==> run_1/pinout.png <==
Scale: 4 px per um. Pins as bars across the die edge, other pins in gray.
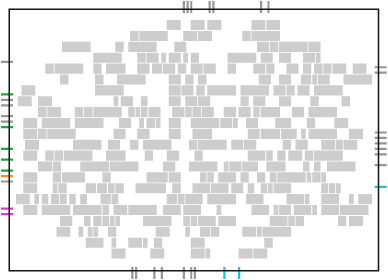
==> run_1/layers.png <==
Scale: 3 px per um. Only two layers are drawn.
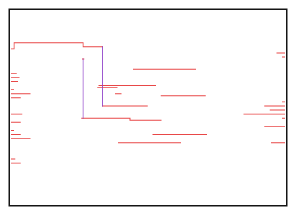
==> run_1/gates.png <==
Scale: 4 px per um.
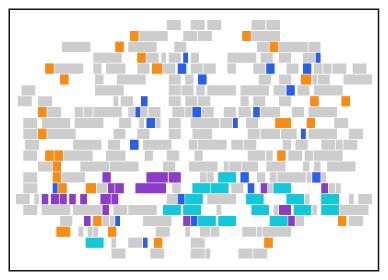
Design hazard_ctrl, sky130hd; sources not shown.
==> results_slide.txt, run 1 <==
Physical Implementation Snapshot

Place
  • Dpl ws: 0.967 ns
  • RePlAce Congestion: 0.836
  • Placed wire-length estimate: 3970 um

Worst setup path
  • CP Class: in -> out
  • CP max stage cell: clkdlybuf4s50_1
  • Reg2Reg Depth: 7
  • R2r setup slk: 3.59 ns
  • Setup crit start kind: primary input
  • Crit-path most repeated cell: clkdlybuf4s50_1
  • Req. time, crit path: 4.64 ns
  • Peak fanout along the critical path: 5
  • Cell Chain, Critical Path: clkdlybuf4s50_1 > or4_4 > nor2_4 > nor4_2 > and2_1 > nor4_1 > clkdlybuf4s50_1
  • Critical Path Max Stage Delay: 0.73 ns

Yosys
  • Ys cells: 252
  • Netlist Area Pre-Place: 2270 sq um
  • Synth cell count leaders: xnor2_1, dfxtp_1, and2_1
  • Dominant flop cell: dfxtp_1
  • Synth warn: 0
  • Distinct cells, synth: 37
  • Syn_nets: 298
  • Area contributors post-synth: dfxtp_1, xnor2_1, ha_1, and2_1, nor2b_1
  • Post-synth regs: 38
  • Synth area leader: dfxtp_1
  • Mapped Cells: 252
  • Area reported by Yosys stat: 2270 sq um
  • Post-synthesis sequential area ratio: 33.6%
  • Syn Area/Cell: 8.99 sq um
  • Post-synth ARST share: 0%

Layout
  • Fillcell total: 500
  • Register area: 761 sq um
  • Layout cells sized above 1: 4.91%
  • P&R area growth vs syn: 22.6%
  • Post-layout util: 52.0%
  • Final Instance Area: 2780 sq um
  • Final #Nets: 330
  • Combinational gate area: 1400 sq um
  • Inserted Diodes: 0

Clock tree
  • CTS Root Buffer Type: clkbuf_8
  • Clock slew at reported path FFs: 0.07 ns
  • Num CTS Buffers: 5
  • Clk sinks: 38
  • H-tree levels: 2
  • Longest Clk Path Bufs: 2
  • Post-CTS Resized: 0
  • CTS tree: yes
  • Late-Pin Clk Latency: 0.29 ns

STA
  • RSZ-0062 raised after global routing: no
  • Total Neg Setup Slack: 0 ns
  • Final Cycle Share: 83.6%
  • Achievable Freq: 0.206 GHz
  • Max-slew violation count: 0
  • Setup-failing EPs final: 0
  • Clock Skew: 0.00531 ns
  • Hold Slack: 0.425 ns
  • Setup ws final: 0.950 ns
  • Final hold viol count: 0

Status
  • Status: finished, final reports clean

Min path
  • Worst hold stages: 1

Power
  • PwrDens: 338 nW/um^2
  • Static leakage: 1.03 nW
  • Max VDD drop: 0.166 mV
  • Final Power: 0.938 mW

Drt
  • Via count: 1773
  • WL final: 5090 um
  • Iteration tally of the first detailed-router pass: 4
  • Post-route ant nets: 0
  • Vias per inst: 4.97

Floorplan
  • Top Ports: 39
  • Row cnt: 22
  • Placeable Area: 5340 sq um
  • Chip area: 5970 sq um

Run
  • Maxcap violations: 0
  • Log Warnings: 27

Global route
  • Congestion Overflow GR: 0
  • Initial antenna violation count: 0
  • Largest net degree at the start of global routing: 22
Back to the opening pictures, pinout.png:
- green: D_wa (pins 5; direction input; edge left)
- orange: reset (pins 1; direction input; edge left)
- magenta: D_md_start (pins 2; direction input; edge left)
- cyan: D_rs_tuse (pins 3; direction input; edge 2 bottom, 1 right)
- all pins by edge: 14 left, 9 bottom, 9 right, 7 top
IO Port Bufs: 38
Die Ht: 65.0 um
Die W: 92.0 um

Back to the opening pictures, layers.png:
- purple: M4 (wire length 39.4 um)
- red: M3 (wire length 254 um)
routed length per instance: 14.3 um
Overall Global Routing Usage: 19.0%

Back to the opening pictures, gates.png:
- cyan: fa/ha/maj cells (cells 17)
- blue: nand cells (cells 23)
- purple: aoi and oai cells (cells 20)
- orange: and/or cells (cells 28; where all over the die)
logic share of the area: 50.2%
commonest non-fill, non-tap cell in the layout: xnor2_1
Final Non-Filler Cells: 357

run 1: placed cells by master (no fill, tap or decap), types with 2 or more instances in the layout:
cell type         n
a21oi_1           3
a31oi_1           3
nor2_1            7
clkbuf_8          6
dfxtp_1          38
nor2b_1          15
o21a_1            2
nor3_1           11
ha_1             17
or3_1             2
nor4_1            5
or4_1             3
and2_1           20
xor2_1            7
nand4_1           9
nand2_1           8
xnor2_1          44
nand3_1           5
o21ai_0           9
clkdlybuf4s50_1  38
inv_1            16
run 1: per-layer routing:
layer	global-route usage, %	share of wire [%]	routed length [um]
met4	5.08	0.77	39
met1	27.9	55	2810
met2	25.5	39	1990
met5	-	0	0
met3	4.34	5.0	254
run 1: critical path: cells and delay by family:
kind | cells | cell delay [ns]
buffers and inverters | 2 | 1.26
and+or+nand+nor | 5 | 1.25
run 1: final cells by class:
type / instances / share of cell area (%)
clock buffer: 7 / 3.11
clock inverter: 1 / 0.180
inverter: 16 / 2.16
multi-input combinational: 185 / 50.2
sequential: 38 / 27.4
tap: 72 / 3.24
timing repair buffer: 38 / 13.7
run 1: report_power, final:
| part | internal [mW] | switching [mW] |
|---|---|---|
| sequential | 0.308 | 0.0506 |
| clock | 0.0959 | 0.0930 |
| combinational | 0.190 | 0.201 |
run 1: logic make-up (layout without fill, tap and decap cells):
family	Yosys count	in the layout	synth area share (%)
adder cells (fa/ha/maj)	17	17	9.39
AND-OR/OR-AND	24	24	7.68
AND/OR/NAND/NOR	92	92	24.4
multiplexers	1	1	0.442
buffers and inverters	29	62	4.86
flip-flops	38	38	33.6
XOR/XNOR	51	51	19.7
==> run_1/clock_wires.png <==
Scale: 4 px per um.
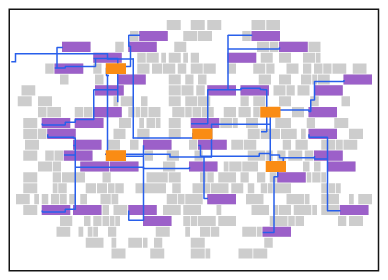

--- run 2 (diff from run 1) ---
--- a/config.mk
+++ b/config.mk
@@ -12,6 +12,7 @@
 export CTS_CLUSTER_SIZE = 12
 export DETAILED_ROUTE_END_ITERATION = 16
 export MAX_ROUTING_LAYER = met4
+export PLACE_DENSITY = 0.66
 export SLEW_MARGIN = 20
 export SYNTH_ARGS = -nofsm -noshare
 export SYNTH_HDL_FRONTEND = slang
==> constraint.sdc (replaced) <==
create_clock -name clk -period 4.45 [get_ports clk]
set_input_delay 0.89 -clock clk [delete_from_list [all_inputs] [get_ports clk]]
set_output_delay 0.89 -clock clk [all_outputs]
set_load 0.03 [all_outputs]
==> run_2/clock_wires.png <==
Scale: 4 px per um.
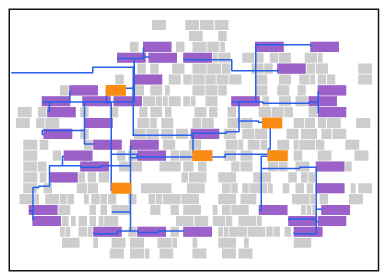
- blue: clock wires (length 498 um)
- orange: clock-net drivers (count 5)
- purple: flip-flops (count 38)
- flops lie: all over the die
clock-net power: 0.247 mW
clock power share: 20.1%
Late-Pin Clk Latency: 0.29 ns
Clock Skew: 0.00710 ns

==> results_slide.txt, run 2 <==
Physical Implementation Snapshot

Global route
  • Largest net degree at the start of global routing: 22 (unchanged)
  • Initial antenna violation count: 0 (unchanged)
  • Congestion Overflow GR: 0 (unchanged)
  • Global-route wire length before repair: 8510 um (was 8320 um)
  • Overall Global Routing Usage: 19.2% (was 19.0%)
  • Number of global-route vias before repair: 1751 (was 1643)

Worst setup path
  • Req. time, crit path: 3.56 ns (was 4.64 ns)
  • CP Class: in -> out (unchanged)
  • Reg2Reg Depth: 7 (unchanged)
  • Peak fanout along the critical path: 8 (was 5)
  • Worst Path Arrival: 3.33 ns (was 3.69 ns)
  • R2r setup slk: 2.29 ns (was 3.59 ns)
  • Nature of the critical path endpoint: primary output (unchanged)
  • Setup crit start kind: primary input (unchanged)

Power
  • Final Power: 1.23 mW (was 0.938 mW)
  • Static leakage: 1.05 nW (was 1.03 nW)
  • PwrDens: 439 nW/um^2 (was 338 nW/um^2)
  • Max VDD drop: 0.240 mV (was 0.166 mV)

Yosys
  • Area reported by Yosys stat: 2270 sq um (unchanged)
  • Synth cell count leaders: xnor2_1, dfxtp_1, and2_1 (unchanged)
  • Dominant flop cell: dfxtp_1 (unchanged)
  • Syn Area/Cell: 8.99 sq um (unchanged)
  • Post-synthesis sequential area ratio: 33.6% (unchanged)
  • Count of library flops with an enable pin: 0 (unchanged)
  • Netlist Area Pre-Place: 2270 sq um (unchanged)
  • Syn_nets: 298 (unchanged)
  • Ys cells: 252 (unchanged)
  • Post-synth ARST share: 0% (unchanged)
  • Post-synth regs: 38 (unchanged)
  • Max-area cell share: 33.6% (unchanged)
  • Synth area leader: dfxtp_1 (unchanged)
  • Mapped Cells: 252 (unchanged)
  • Synth warn: 0 (unchanged)
  • Cell with the most instances after synthesis: xnor2_1 (unchanged)
  • Area contributors post-synth: dfxtp_1, xnor2_1, ha_1, and2_1, nor2b_1 (unchanged)
  • Distinct cells, synth: 37 (unchanged)

Layout
  • Post-layout util: 52.5% (was 52.0%)
  • Commonest non-fill, non-tap cell in the layout: xnor2_1 (unchanged)
  • Final #Nets: 333 (was 330)
  • Dominant logic cell types in the final layout: xnor2_1, dfxtp_1, clkdlybuf4s50_1 (unchanged)
  • Layout cells sized above 1: 6.25% (was 4.91%)
  • Fillcell total: 514 (was 500)
  • P&R area growth vs syn: 23.7% (was 22.6%)
  • Final Instance Area: 2800 sq um (was 2780 sq um)
  • Inserted Diodes: 0 (unchanged)

Drt
  • Top routing layer in use: met4 (unchanged)
  • WL met3: 248 um (was 254 um)
  • Wl on met1: 2690 um (was 2810 um)
  • Residual DRC count: 0 (unchanged)
  • Vias per inst: 4.91 (was 4.97)
  • WL final: 4990 um (was 5090 um)
  • Detailed Route Iter0 Violations: 85 (was 57)
  • Via count: 1767 (was 1773)
  • Routed length on met2: 2010 um (was 1990 um)
  • Post-route ant nets: 0 (unchanged)
  • Routed length per instance: 13.9 um (was 14.3 um)
  • Iteration tally of the first detailed-router pass: 4 (unchanged)

Place
  • Dpl ws: 0.217 ns (was 0.967 ns)
  • RePlAce Congestion: 0.862 (was 0.836)
  • Placed Area: 2710 sq um (was 2690 sq um)
  • IO Port Bufs: 38 (unchanged)
  • Placed wire-length estimate: 3890 um (was 3970 um)

Clock tree
  • Post-CTS Resized: 0 (unchanged)
  • CTS Root Buffer Type: clkbuf_8 (unchanged)
  • Clk sinks: 38 (unchanged)
  • Clock slew at reported path FFs: 0.07 ns (about the same)
  • CTS tree: yes (unchanged)
  • # Post-CTS Setup Buffers: 0 (unchanged)
  • # hold bufs at CTS: 0 (unchanged)
  • Num CTS Buffers: 5 (unchanged)
  • H-tree levels: 2 (unchanged)
  • Longest Clk Path Bufs: 2 (unchanged)

STA
  • Final worst path period need: 4.22 ns
  • Max-slew violation count: 0 (unchanged)
  • Achievable Freq: 0.237 GHz
  • RSZ-0062 raised after global routing: no (unchanged)
  • Relative slew slack: 42.0% (was 44.7%)
  • Actual slew at the worst max-slew pin: 0.868 ns (was 0.827 ns)
  • Setup ws final: 0.226 ns (was 0.950 ns)
  • Setup-failing EPs final: 0 (unchanged)
  • Final Cycle Share: 94.9%
  • Final hold viol count: 0 (unchanged)
  • Total Neg Setup Slack: 0 ns (unchanged)

Floorplan
  • Starting Density: 42.4% (unchanged)
  • Placeable Area: 5340 sq um (unchanged)
  • Die W: 92.0 um (unchanged)
  • Chip area: 5970 sq um (unchanged)
  • Row cnt: 22 (unchanged)
  • Top Ports: 39 (unchanged)
  • Die Ht: 65.0 um (unchanged)

Min path
  • Worst hold stages: 1 (unchanged)
  • Hold/Removal Path Class: reg -> reg (unchanged)

Run
  • Maxcap violations: 0 (unchanged)
  • Log Warnings: 27 (unchanged)

Status
  • Status: finished, final reports clean (unchanged)
## run 2: cell counts after synthesis
No cell type changed its count.
## run 2: power breakdown
group	internal, mW	switching, mW
Clock	0.125	0.122
Sequential	0.401	0.0669
Combinational	0.250	0.265
## run 2: kinds of logic after synthesis
kind of cell             share of synthesized area (%)
XOR/XNOR                                          19.7
flip-flops                                        33.6
buffers and inverters                             4.86
multiplexers                                     0.442
adder cells (fa/ha/maj)                           9.39
AND-OR/OR-AND                                     7.68
AND/OR/NAND/NOR                                   24.4
## run 2: layout make-up
class	count	area [sq um]	share of cell area, %
flip-flops and latches	38	761	27.1
repair buffers	41	403	14.4
well taps	72	90.1	3.21
clock buffers	6	82.6	2.95
multi-input cells	185	1400	49.8
inverters	16	60.1	2.14
clock inverters	2	12.5	0.446
## run 2: per-stage QoR
| stage | hold WS (ns) | instances |
|---|---|---|
| after CTS | 0.440 | 360 |
| after detailed placement | 0.430 | 352 |
| after global routing | 0.488 | 360 |
| after global placement | 0.432 | 352 |
| final | 0.447 | 360 |
| after floorplan | 0.401 | 252 |
## run 2: worst max-delay path, stage by stage
cell and delay, ns:
clkdlybuf4s50_1 0.45, inv_1 0.05, ha_1 0.28, nor2b_1 0.12
o21ai_0 0.08, a2111o_1 0.47, o211ai_4 0.16, or2_2 0.17
clkdlybuf4s50_1 0.66
## run 2: routing by layer
| layer | vias up | global-route usage [%] |
|---|---|---|
| li1 | 921 | - |
| met1 | 806 | 27.1 |
| met2 | 35 | 27.4 |
| met3 | 5 | 4.58 |
| met4 | 0 | 4.69 |
| met5 | - | - |
No activity file was given, so power comes from the tool's default toggle rates.
